[config.mk]
export PLATFORM = sky130hd
export DESIGN_NAME = axis_qrs_detector
export DESIGN_NICKNAME = d
export VERILOG_FILES = /design/src/rtl/qrs_det_pkg.sv /design/src/rtl/qrs_peak_finder.sv /design/src/rtl/axis_qrs_detector.sv
export SDC_FILE = /design/constraint.sdc
export NUM_CORES = 1
export LEC_CHECK = 0
export CAP_MARGIN = 20
export CORE_MARGIN = 2
export CORE_UTILIZATION = 55
export CTS_BUF_LIST = sky130_fd_sc_hd__clkbuf_4
export CTS_CLUSTER_DIAMETER = 150
export CTS_CLUSTER_SIZE = 24
export DETAILED_ROUTE_END_ITERATION = 8
export PLACE_DENSITY = 0.88
export SLEW_MARGIN = 20
export SYNTH_ARGS = -nofsm -noshare
export SYNTH_HDL_FRONTEND = slang
export SYNTH_HIERARCHICAL = 1
export SYNTH_SLANG_ARGS = --single-unit
export TNS_END_PERCENT = 20
[constraint.sdc]
create_clock -name clk -period 8.8 [get_ports clk]
set_input_delay 1.76 -clock clk [delete_from_list [all_inputs] [get_ports clk]]
set_output_delay 1.76 -clock clk [all_outputs]
set_load 0.05 [all_outputs]
[src/rtl/qrs_det_pkg.sv]
// Shared state type and output field layout for the QRS detector.
package qrs_det_pkg;
  typedef enum logic {LEARN = 1'b0, DETECT = 1'b1} qrs_state_e;

  localparam int RR_LSB  = 16;
  localparam int RR_MSB  = 31;
  localparam int AMP_LSB = 0;
  localparam int AMP_MSB = 15;

  localparam logic [15:0] SAT_MAX = 16'hFFFF;
endpackage

[src/rtl/qrs_peak_finder.sv]
// Local-maximum finder: clamps negative samples to zero and flags a candidate
// on the first falling sample after a rise (plateaus report the first-equal value).
module qrs_peak_finder #(
  parameter int DATA_W = 32
) (
  input  logic              clk,
  input  logic              rst,
  input  logic              smp_vld,
  input  logic [DATA_W-1:0] smp_data,
  input  logic              rise_clr,
  output logic [DATA_W-1:0] smp_clamped,
  output logic              cand_vld,
  output logic [DATA_W-1:0] cand_data
);

  logic [DATA_W-1:0] prev_q, prev_d;
  logic              rising_q, rising_d;

  always_comb begin
    smp_clamped = smp_data[DATA_W-1] ? '0 : smp_data;
    prev_d      = prev_q;
    rising_d    = rising_q;
    cand_vld    = 1'b0;
    cand_data   = prev_q;
    if (smp_vld) begin
      prev_d = smp_clamped;
      if (smp_clamped > prev_q) begin
        rising_d = 1'b1;
      end else if ((smp_clamped < prev_q) && rising_q) begin
        cand_vld = 1'b1;
        rising_d = 1'b0;
      end
      if (rise_clr) rising_d = 1'b0;
    end
  end

  always_ff @(posedge clk) begin
    if (rst) begin
      prev_q   <= '0;
      rising_q <= 1'b0;
    end else begin
      prev_q   <= prev_d;
      rising_q <= rising_d;
    end
  end

endmodule

[src/rtl/axis_qrs_detector.sv]
// Adaptive-threshold QRS detector emitting {RR, amplitude} beats on AXI-Stream.
// Define QRS_DET_LEARN_EN to seed SPKI/NPKI from a learning window after reset.
//
// state  | meaning
// LEARN  | tracking max sample for LEARN_SAMPLES accepted samples, no beats
// DETECT | classifying candidates as QRS or noise
module axis_qrs_detector
  import qrs_det_pkg::*;
#(
  parameter int                DATA_W          = 32,
  parameter int                REFRACT_SAMPLES = 40,
  parameter logic [DATA_W-1:0] SPKI_INIT       = DATA_W'('h4000),
  parameter logic [DATA_W-1:0] NPKI_INIT       = DATA_W'('h0400),
  parameter int                LEARN_SAMPLES   = 400,
  parameter int                AMP_SHIFT       = 8
) (
  input  logic              clk,
  input  logic              rst,
  input  logic              s_axis_tvalid,
  input  logic [DATA_W-1:0] s_axis_tdata,
  output logic              s_axis_tready,
  output logic              m_axis_tvalid,
  output logic [31:0]       m_axis_tdata,
  input  logic              m_axis_tready,
  output logic [DATA_W-1:0] o_thr
);

`ifdef QRS_DET_LEARN_EN
  localparam bit LEARN_EN = 1'b1;
`else
  localparam bit LEARN_EN = 1'b0;
`endif

  localparam int          LC_W    = (LEARN_SAMPLES > 1) ? $clog2(LEARN_SAMPLES) : 1;
  localparam logic [15:0] REFRACT = 16'(REFRACT_SAMPLES);

  function automatic logic [DATA_W-1:0] thr_of(input logic [DATA_W-1:0] spki,
                                               input logic [DATA_W-1:0] npki);
    logic [DATA_W:0] diff;
    diff = {1'b0, spki} - {1'b0, npki};
    if (spki <= npki) return npki;
    return npki + DATA_W'(diff >> 2);
  endfunction

  qrs_state_e        state_q, state_d;
  logic [15:0]       cnt_q, cnt_d;
  logic [DATA_W-1:0] spki_q, spki_d, npki_q, npki_d, thr_q, thr_d;
  logic [DATA_W-1:0] mx_q, mx_d;
  logic [LC_W-1:0]   lc_q, lc_d;
  logic              m_vld_q, m_vld_d;
  logic [31:0]       m_data_q, m_data_d;

  logic              s_ready, accept, rise_clr, cand_vld;
  logic [DATA_W-1:0] smp, cand, amp_full;
  logic [15:0]       amp_sat;

  qrs_peak_finder #(.DATA_W(DATA_W)) u_peak (
    .clk        (clk),
    .rst        (rst),
    .smp_vld    (accept),
    .smp_data   (s_axis_tdata),
    .rise_clr   (rise_clr),
    .smp_clamped(smp),
    .cand_vld   (cand_vld),
    .cand_data  (cand)
  );

  always_comb begin
    s_ready  = !(m_vld_q && !m_axis_tready);
    accept   = s_axis_tvalid && s_ready;
    amp_full = cand >> AMP_SHIFT;
    amp_sat  = (|amp_full[DATA_W-1:16]) ? SAT_MAX : amp_full[15:0];

    state_d  = state_q;
    cnt_d    = cnt_q;
    spki_d   = spki_q;
    npki_d   = npki_q;
    mx_d     = mx_q;
    lc_d     = lc_q;
    m_vld_d  = m_vld_q && !m_axis_tready;
    m_data_d = m_data_q;
    rise_clr = 1'b0;

    if (accept) begin
      if (cnt_q != SAT_MAX) cnt_d = cnt_q + 16'd1;
      if (state_q == LEARN) begin
        mx_d = (smp > mx_q) ? smp : mx_q;
        if (lc_q == '0) begin
          state_d  = DETECT;
          spki_d   = mx_d >> 1;
          npki_d   = mx_d >> 3;
          cnt_d    = '0;
          rise_clr = 1'b1;
        end else begin
          lc_d = lc_q - LC_W'(1);
        end
      end else if (cand_vld && (cnt_q >= REFRACT)) begin
        // RR is the count before this sample's increment
        if (cand > thr_q) begin
          spki_d                   = spki_q - (spki_q >> 3) + (cand >> 3);
          m_vld_d                  = 1'b1;
          m_data_d[RR_MSB:RR_LSB]   = cnt_q;
          m_data_d[AMP_MSB:AMP_LSB] = amp_sat;
          cnt_d                    = 16'd1;
        end else begin
          npki_d = npki_q - (npki_q >> 3) + (cand >> 3);
        end
      end
    end

    thr_d = thr_of(spki_d, npki_d);
  end

  always_ff @(posedge clk) begin
    if (rst) begin
      state_q  <= LEARN_EN ? LEARN : DETECT;
      cnt_q    <= '0;
      spki_q   <= SPKI_INIT;
      npki_q   <= NPKI_INIT;
      thr_q    <= thr_of(SPKI_INIT, NPKI_INIT);
      mx_q     <= '0;
      lc_q     <= LC_W'(LEARN_SAMPLES - 1);
      m_vld_q  <= 1'b0;
      m_data_q <= '0;
    end else begin
      state_q  <= state_d;
      cnt_q    <= cnt_d;
      spki_q   <= spki_d;
      npki_q   <= npki_d;
      thr_q    <= thr_d;
      mx_q     <= mx_d;
      lc_q     <= lc_d;
      m_vld_q  <= m_vld_d;
      m_data_q <= m_data_d;
    end
  end

  assign s_axis_tready = s_ready;
  assign m_axis_tvalid = m_vld_q;
  assign m_axis_tdata  = m_data_q;
  assign o_thr         = thr_q;

endmodule

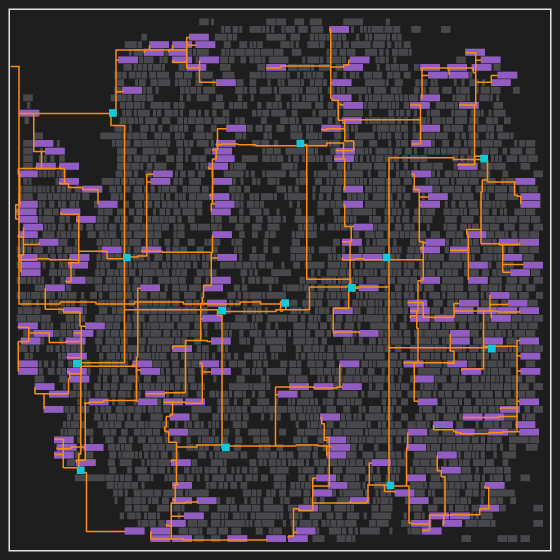
Fig. 1. Clock distribution (run 1).
legend:
  cyan:
    item: cells driving clock nets
    count: 13
  purple:
    item: flip-flops
    count: 219
  orange:
    item: clock wires
    length: 3010 um
routed clock nets: 14
flops lie: all over the die

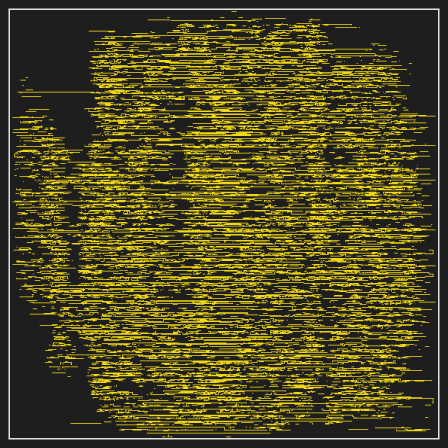
Fig. 2. Signal wires on met1 (run 1).
share of all routed wire: 41%
main direction: horizontal
wire length on this layer: 26.9 mm
longest straight run: 60.0 um

==> design notes, run 1 <==
From synthesis to final layout, the design area changed by 19.6%. For the worst reg-to-reg path, the startpoint reported by OpenROAD is o_thr[19]. In the final layout, flip-flops and latches occupy 0.00438 mm2. After Yosys synthesis, full adders, half adders and majority gates account for 20.3% of the synthesized area.

The layout report lists the non-clock buffer share of cell area as 13.7%. The count of buffers added by post-CTS timing repair for setup came out at 6. The run gives 4 for the maximum fanout along the worst path.

Per the synthesis report, the number of distinct cell types is 85. On the worst path, the slowest cell contributes a delay of 600 ps. The logs give 117 MHz for the achievable frequency and 37.5% for the power share of the combinational group. Along the critical path, the tally of buffer and inverter instances is 5.

After synthesis, the most frequently instantiated cells are sky130_fd_sc_hd__inv_1 (369), sky130_fd_sc_hd__nor2_1 (231), sky130_fd_sc_hd__ha_1 (226). The run gives 1080 ps for the measured slew at the worst slew-check pin. Logged for this run, the post-placement worst setup slack is -945 ps. Most used flip-flop cell after synthesis: sky130_fd_sc_hd__dfxtp_1. The run finished with clean final reports. The run gives 0.0374 mm2 for the die area. The post-synthesis async set-or-reset flop share is 0%.

For the core occupancy in the finished layout, the log shows 66.6%. TritonCTS built the clock tree. Sort of element at the start of the critical path: an input pin. For this design, the CTS-stage hold fixing added 0 buffers. Of all power groups, the one with the highest power is registers.

Worst path required time: 9420 ps. Clock tree buffers and inverters occupy 0.542% of the routed design's cell area. The routed design has 65.4 mm of wire. The report counts max-capacitance violations totalling 0. The largest individual stage delay along the critical path comes from the cell sky130_fd_sc_hd__or4_1.

The number of cells on the worst reg-to-reg path came out at 34. Most used standard cell by instance count after synthesis: sky130_fd_sc_hd__inv_1. The total clock sinks was 219; the share of synthesized area occupied by flip-flops and latches was 22.2%. Entering global routing, the biggest net connects 93 pins. The synthesized netlist devotes 16.1% of its cell area to simple gates.
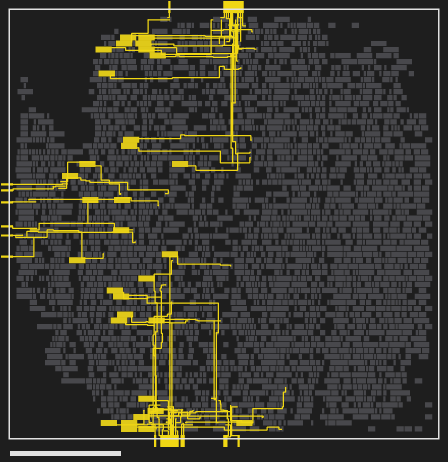
Fig. 3. Nets reached from selected ports (run 1).
Scale bar: 50 um.
legend:
  yellow:
    port: `o_thr`
    direction: output
    edge: 15 south, 11 north, 6 west
    end_cells: 32
    wire: 2470 um

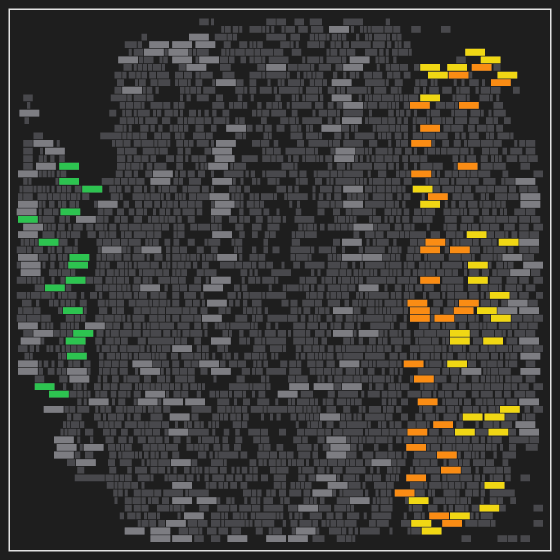
Fig. 4. Where the registers sit (run 1).
Other sequential cells in the stronger gray, the rest of the logic in the fainter gray.
legend:
  yellow:
    signal: `u_peak/cand_data`
    placed_flops: 31
    where: a vertical strip on the right
  green:
    signal: `cnt_q`
    placed_flops: 16
    where: west
  orange:
    signal: `mx_q`
    placed_flops: 32
    where: a vertical strip on the right
not colored: 140

[run 1: worst min path at each step]
| stage | start | end | slack (ps) | cells past startpoint |
|---|---|---|---|---|
| floorplan | lc_q[8] | lc_q[8] | 440 | 2 |
| global placement | m_axis_tdata[17] | m_axis_tdata[17] | 450 | 2 |
| detailed placement | m_axis_tdata[28] | m_axis_tdata[28] | 450 | 2 |
| CTS | m_axis_tdata[28] | m_axis_tdata[28] | 480 | 2 |
| global route | m_axis_tdata[16] | m_axis_tdata[16] | 490 | 2 |
| finish | m_axis_tdata[28] | m_axis_tdata[28] | 480 | 2 |
[run 1: metrics by stage]
step / cell area (um2) / setup TNS (ps) / cells / power [mW] / hold WS, ps
CTS: 23300 / -37.9 / 3281 / 2.32 / 477
detailed placement: 23100 / -9850 / 3260 / 1.90 / 449
global route: 23600 / -363 / 3288 / 2.46 / 494
finish: 23600 / 0 / 3288 / 2.36 / 475
global placement: 23100 / -4170 / 3260 / 1.87 / 446
floorplan: 19700 / 0 / 2501 / 1.62 / 443
[run 1: cell families (layout without fill, tap and decap cells)]
group,Yosys count,in the layout
compound gates,687,688
other cells,1,3
simple gates,664,664
mux,100,100
buf+inv,454,778
flops,219,219
fa+ha+maj,285,285
xor+xnor,90,90
[run 1: per-layer routing]
| metal | wire length (um) | global-route usage (%) | vias up |
|---|---|---|---|
| li1 | - | - | 9388 |
| met1 | 26900 | 44.4 | 9497 |
| met2 | 29400 | 55.3 | 970 |
| met3 | 6390 | 5.35 | 172 |
| met4 | 2690 | 13.1 | 0 |
| met5 | 0 | 0 | - |
[run 1: worst reg2reg max path, delay by kind of cell (launching register included)]
family          cells  cell delay, ps
compound gates     20            4090
buf+inv             2             280
fa+ha+maj           3             990
simple gates        8            1760
xor+xnor            1              80
flops               1             470
==> run 2: changes to the inputs <==
--- a/config.mk
+++ b/config.mk
@@ -12,7 +12,8 @@
 export CTS_CLUSTER_DIAMETER = 150
 export CTS_CLUSTER_SIZE = 24
 export DETAILED_ROUTE_END_ITERATION = 8
-export PLACE_DENSITY = 0.88
+export PLACE_DENSITY = 0.85
+export SKIP_CTS_REPAIR_TIMING = 1
 export SLEW_MARGIN = 20
 export SYNTH_ARGS = -nofsm -noshare
 export SYNTH_HDL_FRONTEND = slang
==> constraint.sdc (replaced) <==
create_clock -name clk -period 9.68 [get_ports clk]
set_input_delay 1.936 -clock clk [delete_from_list [all_inputs] [get_ports clk]]
set_output_delay 1.936 -clock clk [all_outputs]
set_load 0.05 [all_outputs]
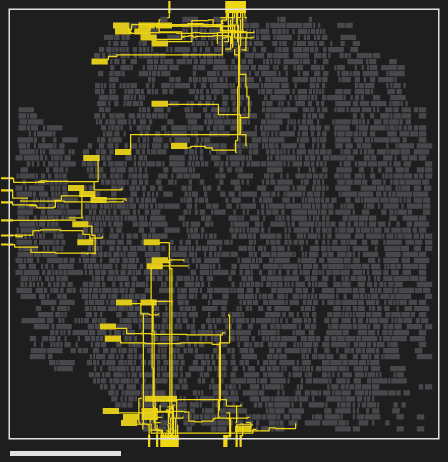
Fig. 5. Nets reached from selected ports (run 2).
Scale bar: 50 um.
legend:
  yellow:
    port: `o_thr`
    direction: output
    edge: 15 south, 11 north, 6 west
    end_cells: 32
    wire: 2160 um

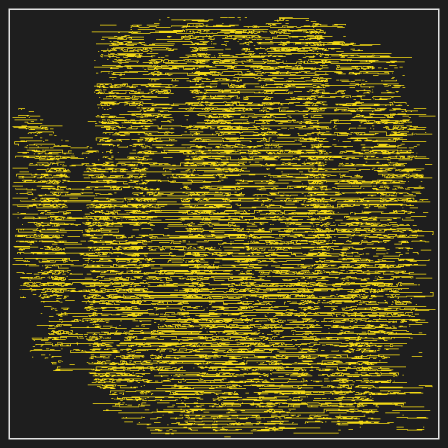
Fig. 6. Signal wires on met1 (run 2).
share of all routed wire: 43%
main direction: horizontal
longest straight run: 75.2 um
wire length on this layer: 26.7 mm

==> run 2 against run 1 <==
Clock skew increased by 9.1 ps. Area after synthesis did not move. Count of clock-buffer cells in the layout unchanged. Wire length is 4.6% lower. Combinational power shrank 15%. Flip-flop count unchanged. Die area did not move.
==> design notes, run 2 <==
The flow ran to the end, and the final reports show no timing, DRC or antenna violations. A synthesized cell averages 7.88 um2. The OpenROAD report gives the critical path a required time of 10330 ps.

The run gives 260 ps for the clock transition at the registers of the reported paths. The cell total after placement is 3127, and the pin count of the biggest net entering global routing is 90. The finished layout holds 3148 standard cells, fillers aside. TritonCTS built the clock tree. The synthesis stat section lists a flop and latch total of 219. Most used standard cell by instance count after synthesis: sky130_fd_sc_hd__inv_1. Counting distinct cell types in the post-synthesis netlist gives 85. The die area came out at 0.0374 mm2. The run gives 0.0136 mm2 for the logic area. Post-synthesis, Yosys gives the total cell area as 0.0197 mm2. For this design, the slowest cell found on the critical path is sky130_fd_sc_hd__clkdlybuf4s50_1. The completed layout was analyzed and its total power is 2.09 mW. In the Yosys report, the sequential cells make up 22.2% of the chip area. Per the detail_route log, the uppermost layer with routed signals is met4. With the proportion of final cell area spent on non-clock buffers at 9.78%, the standard-cell row count is 69. Wires add up to 62.4 mm.

The logs give 0 ps for the total negative slack for setup checks and 0.00438 mm2 for the area taken by flip-flops and latches. Yosys reported that registers with async set or reset make up 0%. Per the synthesis report, the single largest cell type by area occupies 22.2% of cell area.

The post-place setup slack was -376 ps. Setup repair after global routing left no endpoint under its margin. The tree built by TritonCTS fans out to 219 sinks.

The buffer-and-inverter tally for the worst setup path was 3. Looking at the critical path, the highest net fanout was 31. STA classifies the critical path startpoint as an input pin. The transition time recorded at the tightest slew-check pin is 1130 ps. The clock distribution area overhead in the final layout was 0.573%; the total met3 wirelength after detailed routing was 5.72 mm.

Subtracting the final worst setup slack from the clock period gives 9340 ps. In this run the maximum-capacitance check reported violations numbering 0. The startpoint identified for the worst hold timing path is m_axis_tdata[25]. The commonest register cell is sky130_fd_sc_hd__dfxtp_1. The detailed router put a total of 26.7 mm of wire on met1. Compared with the post-synthesis result, the final layout area differs by 13.0%. For the worst reg-to-reg path, the startpoint reported by OpenROAD is o_thr[30].

For this run, the top clock speed supported by timing is 107 MHz. The delay contributed by the slowest stage of the critical path was 440 ps.
==> run 2: cell count changes in the layout (fill, tap and decap cells not counted), sizes merged <==
| cell | previous run | this run |
|---|---|---|
| buf | 294 | 155 |
| o21ai | 118 | 117 |
| dlymetal6s2s | 1 | 0 |
| clkdlybuf4s50 | 99 | 100 |
==> run 2: final timing paths <==
kind | slack [ps] | depth (start not counted) | end
worst max-delay path | 340 | 36 | o_thr[31]
worst min-delay path | 470 | 2 | m_axis_tdata[25]
worst max register to register | 1520 | 34 | o_thr[29]
worst min register to register | 470 | 2 | m_axis_tdata[25]
==> run 2: power breakdown <==
| part | switching (mW) | total [mW] | internal [mW] |
|---|---|---|---|
| clock | 0.310 | 0.379 | 0.0691 |
| combinational | 0.450 | 0.754 | 0.304 |
| sequential | 0.0294 | 0.954 | 0.925 |
| total | 0.790 | 2.09 | 1.30 |
==> run 2: stage by stage <==
stage	cell area, um2	util [%]	hold slack (ps)
floorplan	19700	-	443
global placement	22100	62.3	448
detailed placement	22100	62.3	451
CTS	22200	62.7	475
global route	22300	62.9	504
finish	22300	62.9	474
==> run 2: cells by family after synthesis <==
logic type / count (synthesis) / share of synthesized area [%]
other cells: 1 / 0.0190
xor+xnor: 90 / 4.00
buf+inv: 454 / 8.93
compound gates: 687 / 23.3
flops: 219 / 22.2
mux: 100 / 5.12
fa+ha+maj: 285 / 20.3
simple gates: 664 / 16.1
==> run 2: layer usage <==
metal  vias to the layer above  global-route usage [%]
met5                         -                       0
met4                         0                    11.3
met3                       118                    5.30
met2                       889                    51.5
met1                      9190                    43.6
li1                       9130                       -
No activity file was given, so power comes from the tool's default toggle rates.
